**src/rtl/id_ex_stage_if.sv**
```systemverilog
// Decode/execute boundary bundle.
// Decoder and register-file side in, EX-stage side out.
interface id_ex_stage_if #(
    parameter int DATA_W = 32,
    parameter int REG_AW = 4
);
    logic              id_valid;
    logic [3:0]        id_opcode;
    logic              id_wbs, id_mm, id_wre, id_wm, id_am;
    logic              id_ni, id_wme, id_alu_mux, id_alu_mux1, id_rde;
    logic [2:0]        id_aluop;
    logic [1:0]        id_ri;
    logic [DATA_W-1:0] id_rd1, id_rd2, id_imm;
    logic [REG_AW-1:0] id_rs1, id_rs2, id_rd;
    logic              id_uses_rs1, id_uses_rs2;

    logic              ex_valid;
    logic [3:0]        ex_opcode;
    logic              ex_wbs, ex_mm, ex_wre, ex_wm, ex_am;
    logic              ex_ni, ex_wme, ex_alu_mux, ex_alu_mux1, ex_rde;
    logic [2:0]        ex_aluop;
    logic [1:0]        ex_ri;
    logic [DATA_W-1:0] ex_rd1, ex_rd2, ex_imm;
    logic [REG_AW-1:0] ex_rs1, ex_rs2, ex_rd;

    modport slave (
        input  id_valid, id_opcode, id_wbs, id_mm, id_wre, id_wm,
               id_am, id_ni, id_wme, id_alu_mux, id_alu_mux1, id_rde,
               id_aluop, id_ri, id_rd1, id_rd2, id_imm,
               id_rs1, id_rs2, id_rd, id_uses_rs1, id_uses_rs2,
        output ex_valid, ex_opcode, ex_wbs, ex_mm, ex_wre, ex_wm,
               ex_am, ex_ni, ex_wme, ex_alu_mux, ex_alu_mux1, ex_rde,
               ex_aluop, ex_ri, ex_rd1, ex_rd2, ex_imm,
               ex_rs1, ex_rs2, ex_rd
    );

    modport master (
        output id_valid, id_opcode, id_wbs, id_mm, id_wre, id_wm,
               id_am, id_ni, id_wme, id_alu_mux, id_alu_mux1, id_rde,
               id_aluop, id_ri, id_rd1, id_rd2, id_imm,
               id_rs1, id_rs2, id_rd, id_uses_rs1, id_uses_rs2,
        input  ex_valid, ex_opcode, ex_wbs, ex_mm, ex_wre, ex_wm,
               ex_am, ex_ni, ex_wme, ex_alu_mux, ex_alu_mux1, ex_rde,
               ex_aluop, ex_ri, ex_rd1, ex_rd2, ex_imm,
               ex_rs1, ex_rs2, ex_rd
    );
endinterface

```
**src/rtl/id_ex_stage.sv**
```systemverilog
// ID/EX pipeline register with load-use hazard FSM,
// branch flush, downstream hold and a bubble counter.
module id_ex_stage #(
    parameter int         DATA_W            = 32,
    parameter int         REG_AW            = 4,
    parameter int         LOAD_STALL_CYCLES = 1,
    parameter logic [3:0] LDR_OPCODE        = 4'b1001
) (
    input  logic         clk,
    input  logic         rst_n,
    id_ex_stage_if.slave bus,
    input  logic         flush_i,
    input  logic         ex_hold_i,
    output logic         stall_o,
    output logic [15:0]  bubble_count
);
    typedef struct packed {
        logic              valid;
        logic [3:0]        opcode;
        logic              wbs, mm, wre, wm, am;
        logic              ni, wme, alu_mux, alu_mux1, rde;
        logic [2:0]        aluop;
        logic [1:0]        ri;
        logic [DATA_W-1:0] rd1, rd2, imm;
        logic [REG_AW-1:0] rs1, rs2, rd;
    } bundle_t;

    typedef enum logic {RUN, STALL} state_t;

    localparam logic [2:0] CNT_INIT = 3'(LOAD_STALL_CYCLES - 1);

    bundle_t    id_b, ex_q, ex_d;
    state_t     state_q, state_d;
    logic [2:0] cnt_q, cnt_d;
    logic       haz, load_bubble, count_bubble;
    logic       rs1_hit, rs2_hit;

    assign id_b = {bus.id_valid, bus.id_opcode, bus.id_wbs, bus.id_mm,
                   bus.id_wre, bus.id_wm, bus.id_am, bus.id_ni,
                   bus.id_wme, bus.id_alu_mux, bus.id_alu_mux1,
                   bus.id_rde, bus.id_aluop, bus.id_ri, bus.id_rd1,
                   bus.id_rd2, bus.id_imm, bus.id_rs1, bus.id_rs2,
                   bus.id_rd};

    assign {bus.ex_valid, bus.ex_opcode, bus.ex_wbs, bus.ex_mm,
            bus.ex_wre, bus.ex_wm, bus.ex_am, bus.ex_ni,
            bus.ex_wme, bus.ex_alu_mux, bus.ex_alu_mux1,
            bus.ex_rde, bus.ex_aluop, bus.ex_ri, bus.ex_rd1,
            bus.ex_rd2, bus.ex_imm, bus.ex_rs1, bus.ex_rs2,
            bus.ex_rd} = ex_q;

    // Load in EX whose destination is read by the instruction in ID.
    always_comb begin
        rs1_hit = bus.id_uses_rs1 && (bus.id_rs1 == ex_q.rd);
        rs2_hit = bus.id_uses_rs2 && (bus.id_rs2 == ex_q.rd);
        haz     = bus.id_valid && ex_q.valid && ex_q.wre &&
                  (ex_q.opcode == LDR_OPCODE) && (rs1_hit || rs2_hit);
    end

    // State and countdown registers.
    always_ff @(posedge clk or negedge rst_n) begin
        if (!rst_n) begin
            state_q <= RUN;
            cnt_q   <= '0;
        end else begin
            state_q <= state_d;
            cnt_q   <= cnt_d;
        end
    end

    // Next state: flush > hold > stall countdown > new hazard.
    always_comb begin
        state_d = state_q;
        cnt_d   = cnt_q;
        priority case (1'b1)
            flush_i: begin
                state_d = RUN;
                cnt_d   = '0;
            end
            ex_hold_i: begin
            end
            state_q == STALL: begin
                cnt_d = cnt_q - 3'd1;
                if (cnt_q == 3'd1) state_d = RUN;
            end
            haz: begin
                cnt_d   = CNT_INIT;
                state_d = (CNT_INIT != 3'd0) ? STALL : RUN;
            end
            default: begin
            end
        endcase
    end

    // Outputs: bubble insertion, upstream stall, bubble accounting.
    always_comb begin
        load_bubble  = 1'b0;
        count_bubble = 1'b0;
        stall_o      = 1'b0;
        priority case (1'b1)
            flush_i: begin
                load_bubble  = 1'b1;
                count_bubble = 1'b1;
            end
            ex_hold_i: stall_o = 1'b1;
            state_q == STALL, haz: begin
                load_bubble  = 1'b1;
                count_bubble = 1'b1;
                stall_o      = 1'b1;
            end
            default: begin
            end
        endcase
        if (!rst_n) stall_o = 1'b0;
    end

    // Next EX bundle; empty decode slots become clean bubbles.
    always_comb begin
        ex_d = ex_q;
        if (load_bubble) ex_d = '0;
        else if (!ex_hold_i) ex_d = id_b.valid ? id_b : '0;
    end

    // EX bundle register.
    always_ff @(posedge clk or negedge rst_n) begin
        if (!rst_n) ex_q <= '0;
        else        ex_q <= ex_d;
    end

    // Saturating bubble counter.
    always_ff @(posedge clk or negedge rst_n) begin
        if (!rst_n) bubble_count <= '0;
        else if (count_bubble && bubble_count != 16'hFFFF)
            bubble_count <= bubble_count + 16'd1;
    end
endmodule

```
**src/flat_wrapper.sv**
```systemverilog
// flat-port wrapper written by rule: the top's interface ports become plain ports
module id_ex_stage_flat 
#(
    parameter int         DATA_W            = 32,
    parameter int         REG_AW            = 4,
    parameter int         LOAD_STALL_CYCLES = 1,
    parameter logic [3:0] LDR_OPCODE        = 4'b1001
)
  (clk, rst_n, flush_i, ex_hold_i, stall_o, bubble_count, bus_id_valid, bus_id_opcode, bus_id_wbs, bus_id_mm, bus_id_wre, bus_id_wm, bus_id_am, bus_id_ni, bus_id_wme, bus_id_alu_mux, bus_id_alu_mux1, bus_id_rde, bus_id_aluop, bus_id_ri, bus_id_rd1, bus_id_rd2, bus_id_imm, bus_id_rs1, bus_id_rs2, bus_id_rd, bus_id_uses_rs1, bus_id_uses_rs2, bus_ex_valid, bus_ex_opcode, bus_ex_wbs, bus_ex_mm, bus_ex_wre, bus_ex_wm, bus_ex_am, bus_ex_ni, bus_ex_wme, bus_ex_alu_mux, bus_ex_alu_mux1, bus_ex_rde, bus_ex_aluop, bus_ex_ri, bus_ex_rd1, bus_ex_rd2, bus_ex_imm, bus_ex_rs1, bus_ex_rs2, bus_ex_rd);
  id_ex_stage_if #(.DATA_W(DATA_W), .REG_AW(REG_AW)) bus_i ();
  input  logic clk;
  input  logic rst_n;
  input  logic flush_i;
  input  logic ex_hold_i;
  output logic stall_o;
  output logic [15:0] bubble_count;
  input wire logic [$bits(bus_i.id_valid)-1:0] bus_id_valid;
  input wire logic [$bits(bus_i.id_opcode)-1:0] bus_id_opcode;
  input wire logic [$bits(bus_i.id_wbs)-1:0] bus_id_wbs;
  input wire logic [$bits(bus_i.id_mm)-1:0] bus_id_mm;
  input wire logic [$bits(bus_i.id_wre)-1:0] bus_id_wre;
  input wire logic [$bits(bus_i.id_wm)-1:0] bus_id_wm;
  input wire logic [$bits(bus_i.id_am)-1:0] bus_id_am;
  input wire logic [$bits(bus_i.id_ni)-1:0] bus_id_ni;
  input wire logic [$bits(bus_i.id_wme)-1:0] bus_id_wme;
  input wire logic [$bits(bus_i.id_alu_mux)-1:0] bus_id_alu_mux;
  input wire logic [$bits(bus_i.id_alu_mux1)-1:0] bus_id_alu_mux1;
  input wire logic [$bits(bus_i.id_rde)-1:0] bus_id_rde;
  input wire logic [$bits(bus_i.id_aluop)-1:0] bus_id_aluop;
  input wire logic [$bits(bus_i.id_ri)-1:0] bus_id_ri;
  input wire logic [$bits(bus_i.id_rd1)-1:0] bus_id_rd1;
  input wire logic [$bits(bus_i.id_rd2)-1:0] bus_id_rd2;
  input wire logic [$bits(bus_i.id_imm)-1:0] bus_id_imm;
  input wire logic [$bits(bus_i.id_rs1)-1:0] bus_id_rs1;
  input wire logic [$bits(bus_i.id_rs2)-1:0] bus_id_rs2;
  input wire logic [$bits(bus_i.id_rd)-1:0] bus_id_rd;
  input wire logic [$bits(bus_i.id_uses_rs1)-1:0] bus_id_uses_rs1;
  input wire logic [$bits(bus_i.id_uses_rs2)-1:0] bus_id_uses_rs2;
  output wire logic [$bits(bus_i.ex_valid)-1:0] bus_ex_valid;
  output wire logic [$bits(bus_i.ex_opcode)-1:0] bus_ex_opcode;
  output wire logic [$bits(bus_i.ex_wbs)-1:0] bus_ex_wbs;
  output wire logic [$bits(bus_i.ex_mm)-1:0] bus_ex_mm;
  output wire logic [$bits(bus_i.ex_wre)-1:0] bus_ex_wre;
  output wire logic [$bits(bus_i.ex_wm)-1:0] bus_ex_wm;
  output wire logic [$bits(bus_i.ex_am)-1:0] bus_ex_am;
  output wire logic [$bits(bus_i.ex_ni)-1:0] bus_ex_ni;
  output wire logic [$bits(bus_i.ex_wme)-1:0] bus_ex_wme;
  output wire logic [$bits(bus_i.ex_alu_mux)-1:0] bus_ex_alu_mux;
  output wire logic [$bits(bus_i.ex_alu_mux1)-1:0] bus_ex_alu_mux1;
  output wire logic [$bits(bus_i.ex_rde)-1:0] bus_ex_rde;
  output wire logic [$bits(bus_i.ex_aluop)-1:0] bus_ex_aluop;
  output wire logic [$bits(bus_i.ex_ri)-1:0] bus_ex_ri;
  output wire logic [$bits(bus_i.ex_rd1)-1:0] bus_ex_rd1;
  output wire logic [$bits(bus_i.ex_rd2)-1:0] bus_ex_rd2;
  output wire logic [$bits(bus_i.ex_imm)-1:0] bus_ex_imm;
  output wire logic [$bits(bus_i.ex_rs1)-1:0] bus_ex_rs1;
  output wire logic [$bits(bus_i.ex_rs2)-1:0] bus_ex_rs2;
  output wire logic [$bits(bus_i.ex_rd)-1:0] bus_ex_rd;
  assign bus_i.id_valid = bus_id_valid;
  assign bus_i.id_opcode = bus_id_opcode;
  assign bus_i.id_wbs = bus_id_wbs;
  assign bus_i.id_mm = bus_id_mm;
  assign bus_i.id_wre = bus_id_wre;
  assign bus_i.id_wm = bus_id_wm;
  assign bus_i.id_am = bus_id_am;
  assign bus_i.id_ni = bus_id_ni;
  assign bus_i.id_wme = bus_id_wme;
  assign bus_i.id_alu_mux = bus_id_alu_mux;
  assign bus_i.id_alu_mux1 = bus_id_alu_mux1;
  assign bus_i.id_rde = bus_id_rde;
  assign bus_i.id_aluop = bus_id_aluop;
  assign bus_i.id_ri = bus_id_ri;
  assign bus_i.id_rd1 = bus_id_rd1;
  assign bus_i.id_rd2 = bus_id_rd2;
  assign bus_i.id_imm = bus_id_imm;
  assign bus_i.id_rs1 = bus_id_rs1;
  assign bus_i.id_rs2 = bus_id_rs2;
  assign bus_i.id_rd = bus_id_rd;
  assign bus_i.id_uses_rs1 = bus_id_uses_rs1;
  assign bus_i.id_uses_rs2 = bus_id_uses_rs2;
  assign bus_ex_valid = bus_i.ex_valid;
  assign bus_ex_opcode = bus_i.ex_opcode;
  assign bus_ex_wbs = bus_i.ex_wbs;
  assign bus_ex_mm = bus_i.ex_mm;
  assign bus_ex_wre = bus_i.ex_wre;
  assign bus_ex_wm = bus_i.ex_wm;
  assign bus_ex_am = bus_i.ex_am;
  assign bus_ex_ni = bus_i.ex_ni;
  assign bus_ex_wme = bus_i.ex_wme;
  assign bus_ex_alu_mux = bus_i.ex_alu_mux;
  assign bus_ex_alu_mux1 = bus_i.ex_alu_mux1;
  assign bus_ex_rde = bus_i.ex_rde;
  assign bus_ex_aluop = bus_i.ex_aluop;
  assign bus_ex_ri = bus_i.ex_ri;
  assign bus_ex_rd1 = bus_i.ex_rd1;
  assign bus_ex_rd2 = bus_i.ex_rd2;
  assign bus_ex_imm = bus_i.ex_imm;
  assign bus_ex_rs1 = bus_i.ex_rs1;
  assign bus_ex_rs2 = bus_i.ex_rs2;
  assign bus_ex_rd = bus_i.ex_rd;
  id_ex_stage #(.DATA_W(DATA_W), .REG_AW(REG_AW), .LOAD_STALL_CYCLES(LOAD_STALL_CYCLES), .LDR_OPCODE(LDR_OPCODE)) u_core (.clk(clk), .rst_n(rst_n), .bus(bus_i), .flush_i(flush_i), .ex_hold_i(ex_hold_i), .stall_o(stall_o), .bubble_count(bubble_count));
endmodule
```
**config.mk**
```make
export PLATFORM = sky130hd
export DESIGN_NAME = id_ex_stage_flat
export DESIGN_NICKNAME = d
export VERILOG_FILES = /design/src/rtl/id_ex_stage_if.sv /design/src/rtl/id_ex_stage.sv /design/src/flat_wrapper.sv
export SDC_FILE = /design/constraint.sdc
export NUM_CORES = 1
export LEC_CHECK = 0
export ABC_AREA = 1
export CAP_MARGIN = 0
export CORE_MARGIN = 2
export CORE_UTILIZATION = 50
export CTS_BUF_LIST = sky130_fd_sc_hd__clkbuf_4 sky130_fd_sc_hd__clkbuf_8
export CTS_CLUSTER_DIAMETER = 50
export CTS_CLUSTER_SIZE = 40
export DETAILED_ROUTE_END_ITERATION = 7
export PLACE_DENSITY_LB_ADDON = 0.15
export SYNTH_ARGS = -nofsm -noshare
export SYNTH_HDL_FRONTEND = slang
export SYNTH_SLANG_ARGS = --single-unit
```
**constraint.sdc**
```tcl
create_clock -name clk -period 2.5 [get_ports clk]
set_input_delay 0.5 -clock clk [delete_from_list [all_inputs] [get_ports clk]]
set_output_delay 0.5 -clock clk [all_outputs]
set_load 0.01 [all_outputs]
```
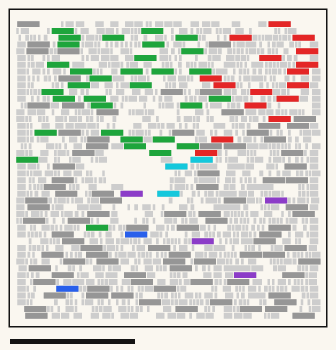
*Sequential cells coloured by netlist name*
The bar under the picture is 50 um long. Other sequential cells in the stronger grey, the rest of the logic in the fainter grey.
name in the netlist	colour	placed flops
u_core.bus.ex_rd2	green	32
u_core.bus.ex_ri	blue	2
u_core.bubble_count	red	16
u_core.cnt_q	cyan	3
u_core.bus.ex_rs2	purple	4
not coloured	91

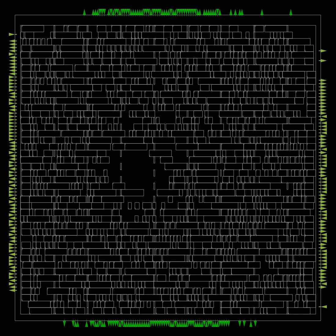
*Placement view*
sequential cell area share: 0.3416
core area: 14640 um^2
Fillers: 1185
row cnt: 44

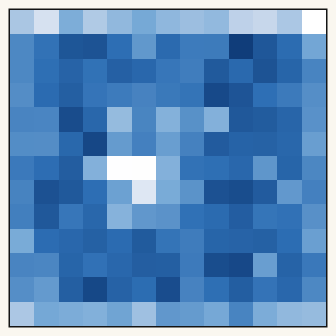
*Local utilization*
13 x 13 tiles, from white (low) to dark blue (high), 0 to 100% covered.
emptiest ninth of the die	middle
tiles over 75% full	39%
nearly empty tiles	1.8%

==> flow_metrics.tcl <==
# implementation run metrics
set metrics [dict create \
    syn_area_um2 7528 \
    synth.distinct_cells 25 \
    max_stage_delay_ns 0.48 \
    detailedPlace.worstSlack_ns -0.1793 \
    cts_buffers 17 \
    common_cells "446 x nand2_1, 149 x inv_1, 148 x dfrtp_1, 123 x nand3_1, 36 x clkbuf_1" \
    dieArea_um2 16050 \
    antenna_left 0 \
    yosys_most_used_dff "dfrtp_1" \
    path_buffers 4 \
    critPathSlowestCell "clkdlybuf4s50_1" \
    syn_to_final_growth_pct 43.99 \
    r2r_end "u_core.bubble_count[0]" \
    placed_cells 1440 \
    grt_pass1_vias 6911 \
    logic_area_um2 2939 \
    ys_chip_area_um2 7528 \
    grt_overflow 0 \
    drv_cap 0 \
    r2r_slack_ns 0.54 \
    cts_hold_buf 0 \
    n_antenna_cell 0 \
    worstRegToRegCells 8 \
    signal_buffers 296 \
    r2r_start "u_core.bubble_count[0]" \
    ys.warnings.count 0 \
    hold_viol 0 \
    grt_use_total 0.2692 \
    critPathCapture "stall_o" \
    h-tree-depth 4 \
    ys_ff 148 \
    nClkBuffers 21 \
    grt_first_pass_wirelength_mm 34.56 \
    worstMarginPinSlew_ns 0.8191 \
    finalMaxSlewViolations 0 \
    vias 7120 \
    outcome "completed" \
    ir_drop_uv 313.2 \
    yosysMostFrequentCell "nand2_1" \
    fp.dieH_um 126.7 \
    drc 0 \
    taps 184 \
    syn_inst 1021 \
    final_util 0.7403 \
    flops 148 \
    antenna_found_initial 0 \
    fin_tns_setup_ns 0 \
    dp_hpwl_mm 13.94 \
    ys_cells 1021 \
    path_cells "clkdlybuf4s50_1, inv_1, nand2_1, nand2_1, nor2_1, nand3_1, nand2_1, nand2_2, nand3_1, nand3_1, inv_1, clkbuf_2" \
    vias_per_cell 4.844 \
    clk_pin_slew_ns 0.08 \
    power_w 0.005835 \
    edf_count 0 \
    worstPathMaxFanout 2 \
    grt_max_degree 149 \
    clockBufferDepth 2 \
    hp-class "input pin to asynchronous set/reset pin" \
    fin_hold_ws_ns 0.1975 \
    lay_top_count "nand2_1" \
    end_kind "primary output" \
    rsz0062_at_grt "false" \
    postSynthSeqShare 0.4919 \
    largestClassByArea "sequential cells" \
    firstDrtPassIters 4 \
    synthArstFlopShare 1.000 \
    crit_arrival_ns 1.79 \
    crit_cells 12 \
    largest_area_cell "dfrtp_1" \
    setup_viol 0 \
    period_used_share 0.9143 \
    inverters 153 \
    worstPathRequired_ns 2.00 \
    cts_tree "done" \
    clock_area_frac 0.03843 \
    placed_cell_area_um2 10430 \
    pin_count 279 \
    final_nets 1412 \
    drive_gt1_frac 0.06299 \
    power.density_nw_per_um2 538.2 \
    skew_ns 0.009874 \
    sh_comb_area 0.2711 \
    critPathLaunch "bus_id_rs2[1]" \
    nMultiInputCombCells 659 \
    start_kind "input pin" \
    fmax_mhz 437.5 \
]
timing repair:
action | 4_1_cts | 5_1_grt
setup endpoints to repair | 1 | 1
gates resized | 1 | 2
setup buffers | 0 | 0
per-layer routing:
metal | vias up | GRT usage | part of all wire
li1 | 3580 | - | -
met1 | 3281 | 0.3370 | 0.42
met2 | 224 | 0.4544 | 0.49
met3 | 35 | 0.07507 | 0.069
met4 | 0 | 0.08920 | 0.022
met5 | - | 0 | 0
flip-flops by register name, summed over array words and instances (netlist names), 2 cells and up:
name                  count
u_core.bus.ex_imm        32
u_core.bus.ex_rd1        32
u_core.bus.ex_rd2        32
u_core.bubble_count      16
u_core.bus.ex_opcode      4
u_core.bus.ex_rd          4
u_core.bus.ex_rs1         4
u_core.bus.ex_rs2         4
u_core.bus.ex_aluop       3
u_core.cnt_q              3
u_core.bus.ex_ri          2
worst register-to-register path, stage by stage (launching register included):
cell and delay (ns):
dfrtp_1 0.45, ha_1 0.22, nand3_1 0.16, nor2_2 0.21, nand4_2 0.31, nand3_1 0.20
buf_4 0.21, nand2_1 0.06, nand2_1 0.08
cells by family (layout without fill, tap and decap cells):
group | after synthesis | count (layout) | share of synthesized area
AND/OR/NAND/NOR | 638 | 638 | 0.3656
buffers and inverters | 214 | 479 | 0.1190
flip-flops | 148 | 148 | 0.4919
XOR/XNOR | 13 | 13 | 0.01512
AND-OR/OR-AND | 5 | 5 | 0.003323
adder cells (fa/ha/maj) | 3 | 3 | 0.004986
power breakdown:
part           internal, W  switching, W
Sequential         0.00255      0.000122
Clock              0.00108      0.000893
Combinational     0.000622      0.000570
Total              0.00425       0.00158
No activity file was given, so power comes from the tool's default toggle rates.
